==> src/rtl/bnn_tx_pkg.sv <==
// Shared types and helpers for the BNN result return path.
// Holds the transmitter state encoding and the counter width helper.
package bnn_tx_pkg;

  typedef enum logic [1:0] {
    IDLE,
    SHIFT,
    PARITY,
    WAIT_ACK
  } tx_state_t;

  function automatic int cnt_w(input int n);
    return (n > 1) ? $clog2(n) : 1;
  endfunction

endpackage

==> src/rtl/bit_sync.sv <==
// Multi-flop synchronizer for a single asynchronous control bit.
// The output is the last flop of the chain; the chain clears on reset.
module bit_sync #(
  parameter int STAGES = 3
) (
  input  logic clk,
  input  logic reset_n,
  input  logic d_i,
  output logic q_o
);

  logic [STAGES-1:0] sync_q;

  always_ff @(posedge clk or negedge reset_n) begin
    if (!reset_n) begin
      sync_q <= '0;
    end else begin
      sync_q <= {sync_q[STAGES-2:0], d_i};
    end
  end

  assign q_o = sync_q[STAGES-1];

endmodule

==> src/rtl/bnn_result_tx.sv <==
// Serial return path: shifts a result word out MSB-first with a bit clock
// and even parity, then waits for a synchronized host ack or a timeout.
module bnn_result_tx
  import bnn_tx_pkg::*;
#(
  parameter int DATA_W      = 8,
  parameter int CLK_DIV     = 4,
  parameter int SYNC_STAGES = 3,
  parameter int ACK_TIMEOUT = 64
) (
  input  logic              clk,
  input  logic              reset_n,
  input  logic              load,
  input  logic [DATA_W-1:0] load_data,
  output logic              ready,
  output logic              tx_data,
  output logic              tx_clk,
  output logic              tx_frame,
  input  logic              async_ack_in,
  output logic              done,
  output logic              timeout
);

  localparam int BW   = cnt_w(DATA_W);
  localparam int DVW  = cnt_w(CLK_DIV);
  localparam int TW   = cnt_w(ACK_TIMEOUT);
  localparam int HALF = CLK_DIV / 2;

  tx_state_t         state_q;
  logic [DATA_W-1:0] shreg_q;
  logic [DATA_W-1:0] shreg_sh;
  logic              parity_q;
  logic [BW-1:0]     bit_q;
  logic [DVW-1:0]    div_q;
  logic [DVW-1:0]    div_nx;
  logic [TW-1:0]     to_q;
  logic              ack_sync;
  logic              ack_prev_q;
  logic              ack_rise_q;
  logic              ready_q;
  logic              tx_data_q;
  logic              tx_clk_q;
  logic              tx_frame_q;
  logic              done_q;
  logic              timeout_q;
  logic              div_end;
  logic              bit_end;
  logic              to_end;

  bit_sync #(
    .STAGES(SYNC_STAGES)
  ) u_ack_sync (
    .clk    (clk),
    .reset_n(reset_n),
    .d_i    (async_ack_in),
    .q_o    (ack_sync)
  );

  assign shreg_sh = shreg_q << 1;
  assign div_nx   = div_q + DVW'(1);
  assign div_end  = (div_q == DVW'(CLK_DIV - 1));
  assign bit_end  = (bit_q == BW'(DATA_W - 1));
  assign to_end   = (to_q == TW'(ACK_TIMEOUT - 1));

  always_ff @(posedge clk or negedge reset_n) begin
    if (!reset_n) begin
      state_q    <= IDLE;
      shreg_q    <= '0;
      parity_q   <= 1'b0;
      bit_q      <= '0;
      div_q      <= '0;
      to_q       <= '0;
      ack_prev_q <= 1'b0;
      ack_rise_q <= 1'b0;
      ready_q    <= 1'b1;
      tx_data_q  <= 1'b0;
      tx_clk_q   <= 1'b0;
      tx_frame_q <= 1'b0;
      done_q     <= 1'b0;
      timeout_q  <= 1'b0;
    end else begin
      // Edge is registered, adding one cycle after the synchronizer.
      ack_prev_q <= ack_sync;
      ack_rise_q <= ack_sync & ~ack_prev_q;
      done_q     <= 1'b0;
      timeout_q  <= 1'b0;
      unique case (state_q)
        IDLE: begin
          if (ready_q && load) begin
            state_q    <= SHIFT;
            shreg_q    <= load_data;
            parity_q   <= ^load_data;
            bit_q      <= '0;
            div_q      <= '0;
            ready_q    <= 1'b0;
            tx_frame_q <= 1'b1;
            tx_data_q  <= load_data[DATA_W-1];
            tx_clk_q   <= 1'b0;
          end else begin
            ready_q <= 1'b1;
          end
        end
        SHIFT: begin
          if (div_end) begin
            div_q    <= '0;
            tx_clk_q <= 1'b0;
            if (bit_end) begin
              state_q   <= PARITY;
              tx_data_q <= parity_q;
            end else begin
              bit_q     <= bit_q + BW'(1);
              shreg_q   <= shreg_sh;
              tx_data_q <= shreg_sh[DATA_W-1];
            end
          end else begin
            div_q    <= div_nx;
            tx_clk_q <= (div_nx >= DVW'(HALF));
          end
        end
        PARITY: begin
          if (div_end) begin
            state_q    <= WAIT_ACK;
            div_q      <= '0;
            to_q       <= '0;
            tx_frame_q <= 1'b0;
            tx_data_q  <= 1'b0;
            tx_clk_q   <= 1'b0;
          end else begin
            div_q    <= div_nx;
            tx_clk_q <= (div_nx >= DVW'(HALF));
          end
        end
        WAIT_ACK: begin
          if (ack_rise_q) begin
            state_q <= IDLE;
            done_q  <= 1'b1;
          end else if (to_end) begin
            state_q   <= IDLE;
            timeout_q <= 1'b1;
          end else begin
            to_q <= to_q + TW'(1);
          end
        end
        default: state_q <= IDLE;
      endcase
    end
  end

  assign ready    = ready_q;
  assign tx_data  = tx_data_q;
  assign tx_clk   = tx_clk_q;
  assign tx_frame = tx_frame_q;
  assign done     = done_q;
  assign timeout  = timeout_q;

endmodule

==> config.mk <==
export PLATFORM = sky130hd
export DESIGN_NAME = bnn_result_tx
export DESIGN_NICKNAME = d
export VERILOG_FILES = /design/src/rtl/bnn_tx_pkg.sv /design/src/rtl/bit_sync.sv /design/src/rtl/bnn_result_tx.sv
export SDC_FILE = /design/constraint.sdc
export NUM_CORES = 1
export LEC_CHECK = 0
export CAP_MARGIN = 20
export CORE_ASPECT_RATIO = 0.9
export CORE_MARGIN = 5
export CORE_UTILIZATION = 55
export CTS_BUF_LIST = sky130_fd_sc_hd__clkbuf_8 sky130_fd_sc_hd__clkbuf_16
export CTS_CLUSTER_DIAMETER = 40
export DETAILED_ROUTE_END_ITERATION = 10
export HOLD_SLACK_MARGIN = 0.08
export PLACE_DENSITY = 0.78
export SLEW_MARGIN = 20
export SYNTH_ARGS = -nofsm -noshare
export SYNTH_HDL_FRONTEND = slang
export SYNTH_HIERARCHICAL = 1
export SYNTH_SLANG_ARGS = --single-unit
==> constraint.sdc <==
create_clock -name clk -period 2.2 [get_ports clk]
set_clock_uncertainty 0.1 [all_clocks]
set_input_delay 0.55 -clock clk [delete_from_list [all_inputs] [get_ports clk]]
set_output_delay 0.55 -clock clk [all_outputs]
set_load 0.05 [all_outputs]
==> PnR_summary.wiki <==
== Metrics ==
{| class="wikitable"
! Metric !! Value
|-
| Crit path buf inv count || 1
|-
| Highest cell delay on the worst timing path || 0.81 ns
|-
| Worst slew margin || 65.47%
|-
| Unrepaired setup endpoints after global routing || no
|-
| Area share of xor/xnor cells in the synthesized design || 3.668%
|-
| Clock insertion delay at the later pin of the skew report || 0.29 ns
|-
| Clock-pin slew on the worst setup and hold paths || 0.06 ns
|-
| Number of nets in the synthesized netlist || 179
|-
| Detail-routed net length per standard cell || 13.96 µm
|-
| Via-to-Cell Ratio || 5.531
|-
| Warning total across the stage logs || 30
|-
| Maximum fanout along the worst path || 3
|-
| Synth mux share || 5.988%
|-
| Slew at the pin with the worst max-slew slack || 0.5180 ns
|-
| Post-CTS Repair Setup Buffers || 0
|-
| Design Power || 2.836 mW
|-
| P per Cell Area || 1417 nW/µm²
|-
| Antenna violations before repair || 0
|-
| Post-Place Cells || 216
|-
| Synthesized-area fraction occupied by and/or/nand/nor cells || 14.00%
|-
| Last weighted congestion value of the routability-driven placer || 0.8505
|-
| Via count of the first global-routing pass || 1,249
|-
| Peak clock frequency supported by timing || 0.4708 GHz
|-
| GRT Overall Usage || 17.10%
|-
| Number of remaining DRC errors || 0
|-
| Sequence of cells on the critical path || clkdlybuf4s50_1
|-
| Detailed Place HPWL || 2217 µm
|-
| Endpoint required time on the critical path || 1.55 ns
|-
| # diodes || 0
|-
| Cell chosen for the clock root || sky130_fd_sc_hd__clkbuf_8
|-
| Number of hold buffers added after CTS || 0
|-
| Top Family by Delay on Critical Path || buffers and inverters
|-
| Pre-CTS setup slack || 0.07538 ns
|-
| Final slew viol count || 0
|-
| Run status || finished clean
|-
| Clock tree sinks || 31
|-
| DRC marker count from the first detailed-route iteration || 88
|-
| CTS Buf Count || 5
|-
| Net total in the final layout || 202
|-
| H-tree depth || 2
|-
| Arrival time reported for the critical path endpoint || 1.47 ns
|-
| Residual overflow from global routing || 0
|-
| Crit path time final || 2.124 ns
|-
| Largest voltage drop on the vdd net || 0.0006865 V
|-
| Core Util, Final || 66.83%
|-
| Floorplan die width || 68.11 µm
|-
| Crit Path Category || flip-flop to output port
|-
| Top logic family || AND-OR/OR-AND gates
|-
| Clock tree from TritonCTS || done
|-
| Number of standard cells reported by yosys || 158
|-
| Area of the synthesized netlist per yosys stat || 1672 µm²
|-
| Synth Area in Adders || 6.737%
|-
| Clock Tree Buf Depth || 2
|-
| Post-synth ARST share || 100.0%
|-
| Ratio of cells with drive above 1 in the final layout || 14.29%
|-
| Number of enable flip-flop cells || 0
|-
| Wire length of the first global-routing pass || 5513 µm
|-
| Tally of nets with antenna violations remaining after routing || 0
|-
| Cell area after placement || 1898 µm²
|-
| Fraction of the cycle the final worst path needs || 96.55%
|-
| Cells after Synth || 158
|-
| Tightest hold margin || 0.2492 ns
|-
| Synth-to-Final Area Change || 19.76%
|-
| Final Hold Vio Count || 0
|-
| Count of final setup violators || 0
|-
| Number of warnings printed during yosys synthesis || 6
|-
| Max-cap violation count || 0
|-
| First-pass DRT Iterations || 4
|-
| Wirelength, routed || 3128 µm
|-
| Syn_area_per_cell || 10.58 µm²
|-
| Flops out of synthesis || 31
|-
| Cell leakage power || 0.8821 nW
|-
| Setup Total Neg Slack || 0 ns
|-
| Post-synth cell types || 46
|-
| Setup slack of the critical path after layout || 0.07592 ns
|-
| Cell with the biggest individual delay on the critical path || sky130_fd_sc_hd__clkdlybuf4s50_1
|}
[synth_stat cells, drive strengths merged, types with 2 or more instances]
library cell  number  share of area (%)
clkbuf             2               0.52
and3               2               0.82
mux2i             10                6.0
nand2             14                3.1
nand2b             3                1.3
a22o               2                1.0
nand4b             2                1.0
o21a               2               0.90
dfrtp             30                 45
xnor2              7                3.7
o21ai              7                2.3
inv               11                2.5
ha                 9                6.7
nand3              7                2.1
buf                4                1.9
nor2              12                2.7
a21oi             10                3.0
a21boi             2                1.6
a31oi              3                1.5
[area by class of cell]
cell class                      count  area [µm²]  area share [%]
Tap cell                           42       52.55           2.625
Inverter                           11       41.29           2.063
Clock inverter                      1       7.507          0.3750
Sequential cell                    31       777.0           38.81
Multi-Input combinational cell    110       812.0           40.56
Clock buffer                        7       96.34           4.812
Timing Repair Buffer               22       215.2           10.75
[path summary, 6_finish.rpt]
| kind | start | to | slack [ns] | depth (start not counted) |
|---|---|---|---|---|
| max | tx_data | tx_data | 0.08 | 1 |
| min reg2reg | u_ack_sync/sync_q[0] | u_ack_sync/sync_q[1] | 0.25 | 0 |
| max in group asynchronous | reset_n | ready | 1.12 | 2 |
| min | u_ack_sync/sync_q[0] | u_ack_sync/sync_q[1] | 0.25 | 0 |
| min in group asynchronous | reset_n | to_q[3] | 0.56 | 2 |
| max reg2reg | state_q[0] | tx_data | 0.35 | 6 |
[cell usage in the layout (no fill, tap or decap), types with 2 or more instances in the layout]
cell type	synthesis	routed
sky130_fd_sc_hd__dfrtp_1	30	30
sky130_fd_sc_hd__clkdlybuf4s50_1	0	15
sky130_fd_sc_hd__nand2_1	14	14
sky130_fd_sc_hd__nor2_1	12	12
sky130_fd_sc_hd__inv_1	11	11
sky130_fd_sc_hd__mux2i_1	10	10
sky130_fd_sc_hd__a21oi_1	10	10
sky130_fd_sc_hd__ha_1	9	9
sky130_fd_sc_hd__nand3_1	7	7
sky130_fd_sc_hd__xnor2_1	7	7
sky130_fd_sc_hd__clkbuf_8	0	7
sky130_fd_sc_hd__buf_4	0	6
sky130_fd_sc_hd__o21ai_0	4	4
sky130_fd_sc_hd__o21a_1	2	2
sky130_fd_sc_hd__a22o_1	2	2
sky130_fd_sc_hd__nand2b_1	2	2
sky130_fd_sc_hd__nand4b_1	2	2
sky130_fd_sc_hd__a31oi_1	2	2
sky130_fd_sc_hd__o21ai_1	2	2
[metal layers]
| metal | vias up | wire, µm | GRT usage, % |
|---|---|---|---|
| met3 | 7 | 138 | 4.685 |
| met5 | - | 0 | 0 |
| met4 | 0 | 66 | 8.437 |
| li1 | 606 | - | - |
| met2 | 26 | 1508 | 26.84 |
| met1 | 600 | 1415 | 21.18 |
[power by group]
group	switching [mW]	leakage, nW	total, mW	internal, mW
registers	0.144	0.383	0.904	0.760
clock network	0.215	0.0505	0.500	0.284
logic	0.824	0.448	1.43	0.608
total	1.18	0.882	2.84	1.65
[state kept, by name, summed over array words and instances (netlist names)]
signal / cells
ack_prev_q: 1
ack_rise_q: 1
bit_q: 3
div_q: 1
done: 1
parity_q: 1
ready: 1
shreg_q: 7
state_q: 2
timeout: 1
to_q: 6
tx_clk: 1
tx_data: 1
tx_frame: 1
u_ack_sync/sync_q: 3
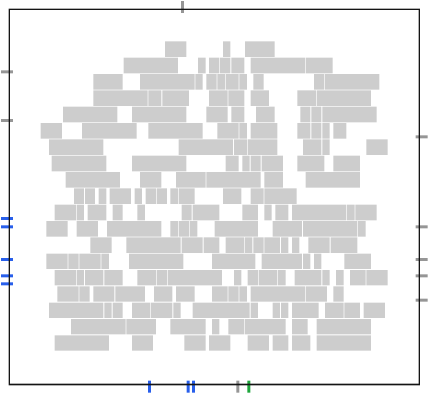
**Above:** pin map.
Drawn at 6 px/µm. Pins as bars across the die edge, other pins in gray.
load_data: in blue, pins 8, direction input, edge 5 left, 3 bottom. load: in green, pins 1, direction input, edge bottom.
All pins by edge: 7 left, 5 right, 5 bottom, 1 top.
buffers added on ports: 17
DIE HEIGHT: 62.30 µm

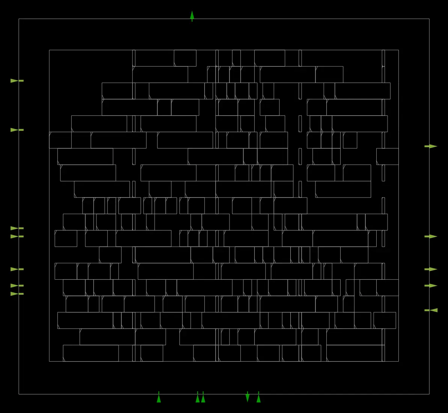
**Above:** placement view.
row cnt: 19
flip-flop and latch share of the layout cell area: 38.81%
non-filler instance count after layout: 224
Core Region: 2995 µm²
count of fill cells added during filler insertion: 260

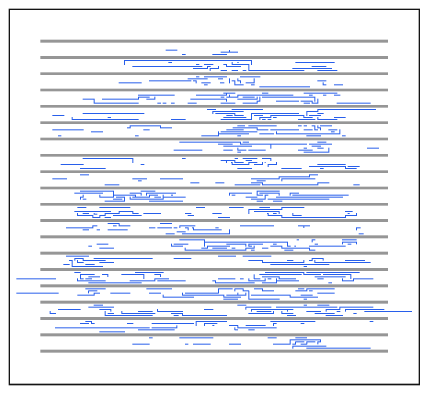
**Above:** M1 wires.
Drawn at 6 px/µm. Supply wires on this layer in gray.
The longest straight run is 21.2 µm. The layer holds 45% of the routed length.
M1 GR Usage: 21.18%
via count: 1,239

Power is estimated from default activity; no workload was simulated.
